[src/rtl/eda_pkg.sv]
// rtl/eda_pkg.sv - shared neighbour indices and push-stack FSM states
package eda_pkg;

    localparam int NB_UPLEFT    = 0;
    localparam int NB_UP        = 1;
    localparam int NB_UPRIGHT   = 2;
    localparam int NB_LEFT      = 3;
    localparam int NB_RIGHT     = 4;
    localparam int NB_DOWNLEFT  = 5;
    localparam int NB_DOWN      = 6;
    localparam int NB_DOWNRIGHT = 7;

    typedef enum logic {
        IDLE = 1'b0,
        PUSH = 1'b1
    } state_t;

endpackage

[src/rtl/eda_push_stack_if.sv]
// rtl/eda_push_stack_if.sv - load/pop/status bundle of the push stack
interface eda_push_stack_if #(
    parameter int NB = 8,
    parameter int AW = 8,
    parameter int CW = 9
);
    logic             clear;
    logic             load;
    logic [NB-1:0]    push_mask;
    logic [NB*AW-1:0] neigh_addr;
    logic             busy;
    logic             pop;
    logic [AW-1:0]    top_addr;
    logic             empty;
    logic             full;
    logic [CW-1:0]    count;
    logic             overflow;

    modport master (
        output clear, load, push_mask, neigh_addr, pop,
        input  busy, top_addr, empty, full, count, overflow
    );

    modport slave (
        input  clear, load, push_mask, neigh_addr, pop,
        output busy, top_addr, empty, full, count, overflow
    );
endinterface

[src/rtl/eda_lowest_set_finder.sv]
// rtl/eda_lowest_set_finder.sv - index of the lowest set bit plus a valid flag
module eda_lowest_set_finder #(
    parameter int W  = 8,
    parameter int IW = (W > 1) ? $clog2(W) : 1
) (
    input  logic [W-1:0]  i_bits,
    output logic [IW-1:0] o_idx,
    output logic          o_valid
);

    // Scan downward so the last hit, the lowest index, wins.
    always_comb begin
        o_idx   = '0;
        o_valid = 1'b0;
        for (int k = W - 1; k >= 0; k--) begin
            if (i_bits[k]) begin
                o_idx   = IW'(k);
                o_valid = 1'b1;
            end
        end
    end

endmodule

[src/rtl/eda_push_stack.sv]
// rtl/eda_push_stack.sv - serialises a neighbour push mask into a LIFO address stack
module eda_push_stack
    import eda_pkg::*;
#(
    parameter int M            = 16,
    parameter int N            = 16,
    parameter int WINDOW_WIDTH = 9,
    parameter int ADDR_WIDTH   = $clog2(M * N),
    parameter int DEPTH        = M * N
) (
    input  logic              clk,
    input  logic              reset_n,
    eda_push_stack_if.slave   bus
);

    localparam int NB = WINDOW_WIDTH - 1;
    localparam int CW = $clog2(DEPTH + 1);
    localparam int IW = (DEPTH > 1) ? $clog2(DEPTH) : 1;
    localparam int SW = (NB > 1) ? $clog2(NB) : 1;

    state_t                   r_state;
    logic [NB-1:0]            r_mask;
    logic [NB*ADDR_WIDTH-1:0] r_addr;
    logic [CW-1:0]            r_count;
    logic                     r_overflow;
    logic [ADDR_WIDTH-1:0]    r_mem [DEPTH];

    logic [SW-1:0]            w_sel;
    logic                     w_sel_valid;
    logic [NB-1:0]            w_mask_next;
    logic [ADDR_WIDTH-1:0]    w_push_addr;
    logic                     w_push;
    logic                     w_pop;
    logic                     w_empty;
    logic                     w_full;
    logic [IW-1:0]            w_top_idx;
    logic [IW-1:0]            w_wr_idx;

    eda_lowest_set_finder #(
        .W  (NB),
        .IW (SW)
    ) u_finder (
        .i_bits  (r_mask),
        .o_idx   (w_sel),
        .o_valid (w_sel_valid)
    );

    assign w_mask_next = r_mask & ~(NB'(1) << w_sel);
    assign w_push_addr = r_addr[int'(w_sel) * ADDR_WIDTH +: ADDR_WIDTH];
    assign w_push      = (r_state == PUSH) && w_sel_valid;
    assign w_empty     = (r_count == '0);
    assign w_full      = (r_count == CW'(DEPTH));
    assign w_pop       = bus.pop && !w_empty;
    assign w_top_idx   = IW'(r_count - CW'(1));
    // A concurrent pop frees the top slot, so the push overwrites it in place.
    assign w_wr_idx    = w_pop ? w_top_idx : IW'(r_count);

    always_ff @(posedge clk or negedge reset_n) begin
        if (!reset_n) begin
            r_state    <= IDLE;
            r_mask     <= '0;
            r_addr     <= '0;
            r_count    <= '0;
            r_overflow <= 1'b0;
        end else if (bus.clear) begin
            r_state    <= IDLE;
            r_mask     <= '0;
            r_count    <= '0;
            r_overflow <= 1'b0;
        end else begin
            case (r_state)
                IDLE: begin
                    if (bus.load && (bus.push_mask != '0)) begin
                        r_mask  <= bus.push_mask;
                        r_addr  <= bus.neigh_addr;
                        r_state <= PUSH;
                    end
                end
                PUSH: begin
                    r_mask <= w_mask_next;
                    if (w_mask_next == '0) begin
                        r_state <= IDLE;
                    end
                end
                default: r_state <= IDLE;
            endcase

            if (w_push && !w_pop) begin
                if (w_full) begin
                    r_overflow <= 1'b1;
                end else begin
                    r_count <= r_count + CW'(1);
                end
            end else if (!w_push && w_pop) begin
                r_count <= r_count - CW'(1);
            end
        end
    end

    always_ff @(posedge clk) begin
        if (!bus.clear && w_push && (w_pop || !w_full)) begin
            r_mem[w_wr_idx] <= w_push_addr;
        end
    end

    assign bus.busy     = (r_state == PUSH);
    assign bus.top_addr = r_mem[w_top_idx];
    assign bus.empty    = w_empty;
    assign bus.full     = w_full;
    assign bus.count    = r_count;
    assign bus.overflow = r_overflow;

endmodule
[src/flat_wrapper.sv]
// flat-port wrapper written by rule: the top's interface ports become plain ports
module eda_push_stack_flat import eda_pkg::*;
#(
    parameter int M            = 16,
    parameter int N            = 16,
    parameter int WINDOW_WIDTH = 9,
    parameter int ADDR_WIDTH   = $clog2(M * N),
    parameter int DEPTH        = M * N
)
  (clk, reset_n, bus_clear, bus_load, bus_push_mask, bus_neigh_addr, bus_pop, bus_busy, bus_top_addr, bus_empty, bus_full, bus_count, bus_overflow);
  eda_push_stack_if bus_i ();
  input  logic clk;
  input  logic reset_n;
  input wire logic [$bits(bus_i.clear)-1:0] bus_clear;
  input wire logic [$bits(bus_i.load)-1:0] bus_load;
  input wire logic [$bits(bus_i.push_mask)-1:0] bus_push_mask;
  input wire logic [$bits(bus_i.neigh_addr)-1:0] bus_neigh_addr;
  input wire logic [$bits(bus_i.pop)-1:0] bus_pop;
  output wire logic [$bits(bus_i.busy)-1:0] bus_busy;
  output wire logic [$bits(bus_i.top_addr)-1:0] bus_top_addr;
  output wire logic [$bits(bus_i.empty)-1:0] bus_empty;
  output wire logic [$bits(bus_i.full)-1:0] bus_full;
  output wire logic [$bits(bus_i.count)-1:0] bus_count;
  output wire logic [$bits(bus_i.overflow)-1:0] bus_overflow;
  assign bus_i.clear = bus_clear;
  assign bus_i.load = bus_load;
  assign bus_i.push_mask = bus_push_mask;
  assign bus_i.neigh_addr = bus_neigh_addr;
  assign bus_i.pop = bus_pop;
  assign bus_busy = bus_i.busy;
  assign bus_top_addr = bus_i.top_addr;
  assign bus_empty = bus_i.empty;
  assign bus_full = bus_i.full;
  assign bus_count = bus_i.count;
  assign bus_overflow = bus_i.overflow;
  eda_push_stack #(.M(M), .N(N), .WINDOW_WIDTH(WINDOW_WIDTH), .ADDR_WIDTH(ADDR_WIDTH), .DEPTH(DEPTH)) u_core (.clk(clk), .reset_n(reset_n), .bus(bus_i));
endmodule
[config.mk]
export PLATFORM = sky130hd
export DESIGN_NAME = eda_push_stack_flat
export DESIGN_NICKNAME = d
export VERILOG_FILES = /design/src/rtl/eda_pkg.sv /design/src/rtl/eda_push_stack_if.sv /design/src/rtl/eda_lowest_set_finder.sv /design/src/rtl/eda_push_stack.sv /design/src/flat_wrapper.sv
export SDC_FILE = /design/constraint.sdc
export NUM_CORES = 2
export LEC_CHECK = 0
export CAP_MARGIN = 20
export CORE_MARGIN = 1.5
export CORE_UTILIZATION = 30
export CTS_CLUSTER_DIAMETER = 200
export DETAILED_ROUTE_END_ITERATION = 6
export REMOVE_ABC_BUFFERS = 1
export SETUP_SLACK_MARGIN = 0.5
export SLEW_MARGIN = 20
export SYNTH_ARGS = -nofsm -noshare
export SYNTH_HDL_FRONTEND = slang
export SYNTH_SLANG_ARGS = --single-unit
[constraint.sdc]
create_clock -name clk -period 15.1 [get_ports clk]
set_clock_uncertainty 0.15 [all_clocks]
set_input_delay 3.02 -clock clk [delete_from_list [all_inputs] [get_ports clk]]
set_output_delay 3.02 -clock clk [all_outputs]
set_load 0.05 [all_outputs]
==> out/metrics.csv <==
stage;metric;value;unit
die;placementRows;193;
timing;max_freq;87.2;MHz
final_layout;non_clock_buffer_area_share;0.0199;
timing;number_of_setup_violations_in_the_final_report;0;
power_and_ir_drop;power_dissipated_in_the_clock_network;0.00510;W
logic_synthesis;post_synth_and_or_nand_nor_area_fraction;0.0346;
power_and_ir_drop;pg_comb;0.00686;W
outcome;outcome;completed;
final_layout;layout.clock_buffers;255;
clocking;cts.path.max_buffers;3;
final_layout;postLayoutCoreUtil;0.347;
timing;report.final.slew_viol_count;0;
power_and_ir_drop;power_top_consumer;registers;
final_layout;design_area;96100;sq um
logic_synthesis;synth.yosys.num_cells;4123;
logic_synthesis;ys_sh_mux;0.158;
clocking;numCtsBuffers;203;
timing;fin_crit;11.47;ns
die;width_of_the_chip;531;microns
die;core_area;277000;sq um
power_and_ir_drop;p_seq;0.00762;W
logic_synthesis;synth_adder_area_share;0.000568;
final_layout;buffers_excl_clock;203;
route;maxUsedRoutingLayer;met4;
route;routed-via-count;42160;
final_layout;final-instance-count-excl-fill;8164;
place;place_ws;4.42;ns
clocking;clock_latency;0.86;ns
setup_path;worstSetupStartpoint;u_core.bus.count[0]$_DFFE_PN0P_;
setup_path;cpLargestDelayFamily;buffers and inverters;
clocking;clk_pin_slew_worst_paths;0.06;ns
logic_synthesis;number_of_different_library_cells_in_the_post_synthesis_netlist;75;
logic_synthesis;post_synth_top_flop;edfxtp_1;
timing;worst_slack;3.63;ns
power_and_ir_drop;sw_share;0.356;
setup_path;endpoint_of_the_worst_register_to_register_path;u_core.r_mem[106][4]$_DFFE_PP_;
setup_path;crit-reg2reg-launch;u_core.bus.count[0]$_DFFE_PN0P_;
route;routed_wire_length_per_instance;25.9;microns
final_layout;area_delta_synth_final;14.7;%
logic_synthesis;synth_seq_share;0.759;
grt;global_route.peak_usage_layer;met2;
logic_synthesis;synth.avg_cell_area;20.3;sq um
power_and_ir_drop;p_switching;0.00697;W
place;port_buffers;97;
power_and_ir_drop;power.combinational.fraction;0.350;
clocking;post-cts-setup-buffers;0;
final_layout;most_common_library_cell_in_the_layout_ignoring_fill_and_taps;edfxtp_1;
power_and_ir_drop;vdd_drop_max;218;uV
final_layout;clock_cell_area_share;0.0692;
route;drt_iter0_markers;4997;
logic_synthesis;synth_compound_gate_area_share;0.0336;
power_and_ir_drop;pwr-share-clk;0.261;
logic_synthesis;post-synth-top-area-cell;edfxtp_1;
die;floorplan.tapcells;3705;
final_layout;seqAreaFraction;0.661;
run;stage_log_warnings;44;
power_and_ir_drop;totalPowerFinal;0.0196;W
route;wl_met1;90.7;mm
route;detail_route.drc_violations;0;
power_and_ir_drop;cellLeakagePower;29.3;nW
route;wl_met3;17.1;mm
setup_path;worst-path-stages;11;
final_layout;count_of_multi_input_gates;1737;
hold_path;hold_end;u_core.r_addr[28]$_DFFE_PN0P_;
final_layout;n_fill_cell;25755;
die;boundaryPins;98;
power_and_ir_drop;cell_internal_pwr;0.0126;W
final_layout;share_of_post_route_cells_with_drive_strength_above_1;0.234;
final_layout;antenna-diode-count;1;
clocking;postCtsHoldBufs;0;
power_and_ir_drop;pwr_density_cell;204;nW/um^2
route;drt-total-wl;211;mm
setup_path;crit_path_top_delay_cell;dfrtp_4;
die;initCoreUtil;0.302;
final_layout;numSequentialCells;2131;
logic_synthesis;xor_area_frac;0.000717;
power_and_ir_drop;seq_power_share;0.389;
grt;gr-usage-met3;0.0265;
timing;finalClockPeriodUsage;0.759;
logic_synthesis;netlist_top_cells_area;edfxtp_1, mux4_2, dfrtp_1;
timing;worst_slew_margin_relative_to_its_limit;0.155;
hold_path;hold-path-cell-count;1;
grt;global_route.usage.met2;0.226;
timing;rsz_0062_raised_after_global_routing;false;
place;place.gp.congestion;0.836;
Routed metal per tile:
27 x 27 tiles, from dark purple (low) to yellow (high), scaled to the fullest tile. Values are wire area over tile area, all layers added.
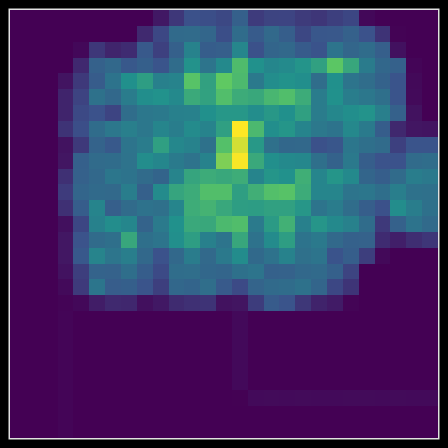
fullest tile: 0.59
tiles over half the peak: 10%
mean over tiles: 0.12
emptiest ninth of the die: lower left
nearly empty tiles: 42%

Wiring by layer:
Only two layers are drawn.
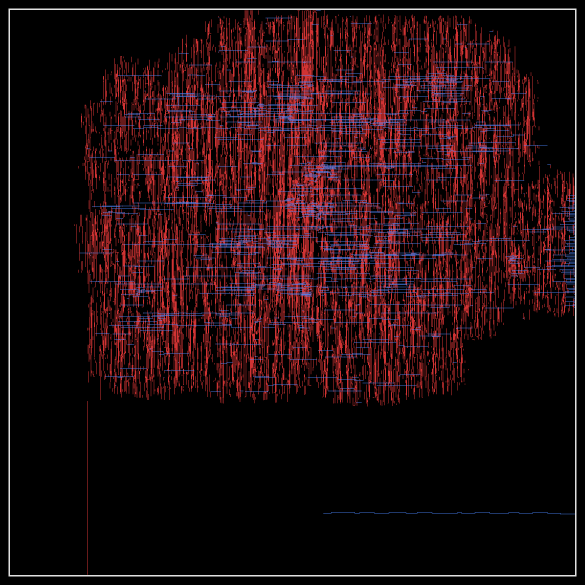
legend:
  metal 3:
    colour: blue
    wire_length: 17,100 microns
  metal 2:
    colour: red
    wire_length: 97.9 mm

Register map, names as in the netlist:
Scale bar: 200 microns. Other sequential cells in the stronger grey, the rest of the logic in the fainter grey.
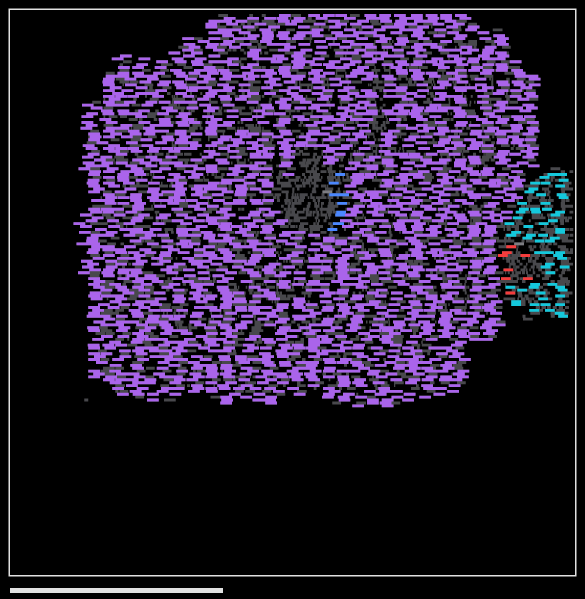
legend:
  u_core.r_mem:
    colour: purple
    flops: 2,048
  u_core.r_mask:
    colour: red
    flops: 8
    where: middle right
  u_core.r_addr:
    colour: cyan
    flops: 64
    where: middle right
  u_core.bus.count:
    colour: blue
    flops: 9
not coloured: 2

Power figures rest on the tool's default switching activity, not on a simulated workload.
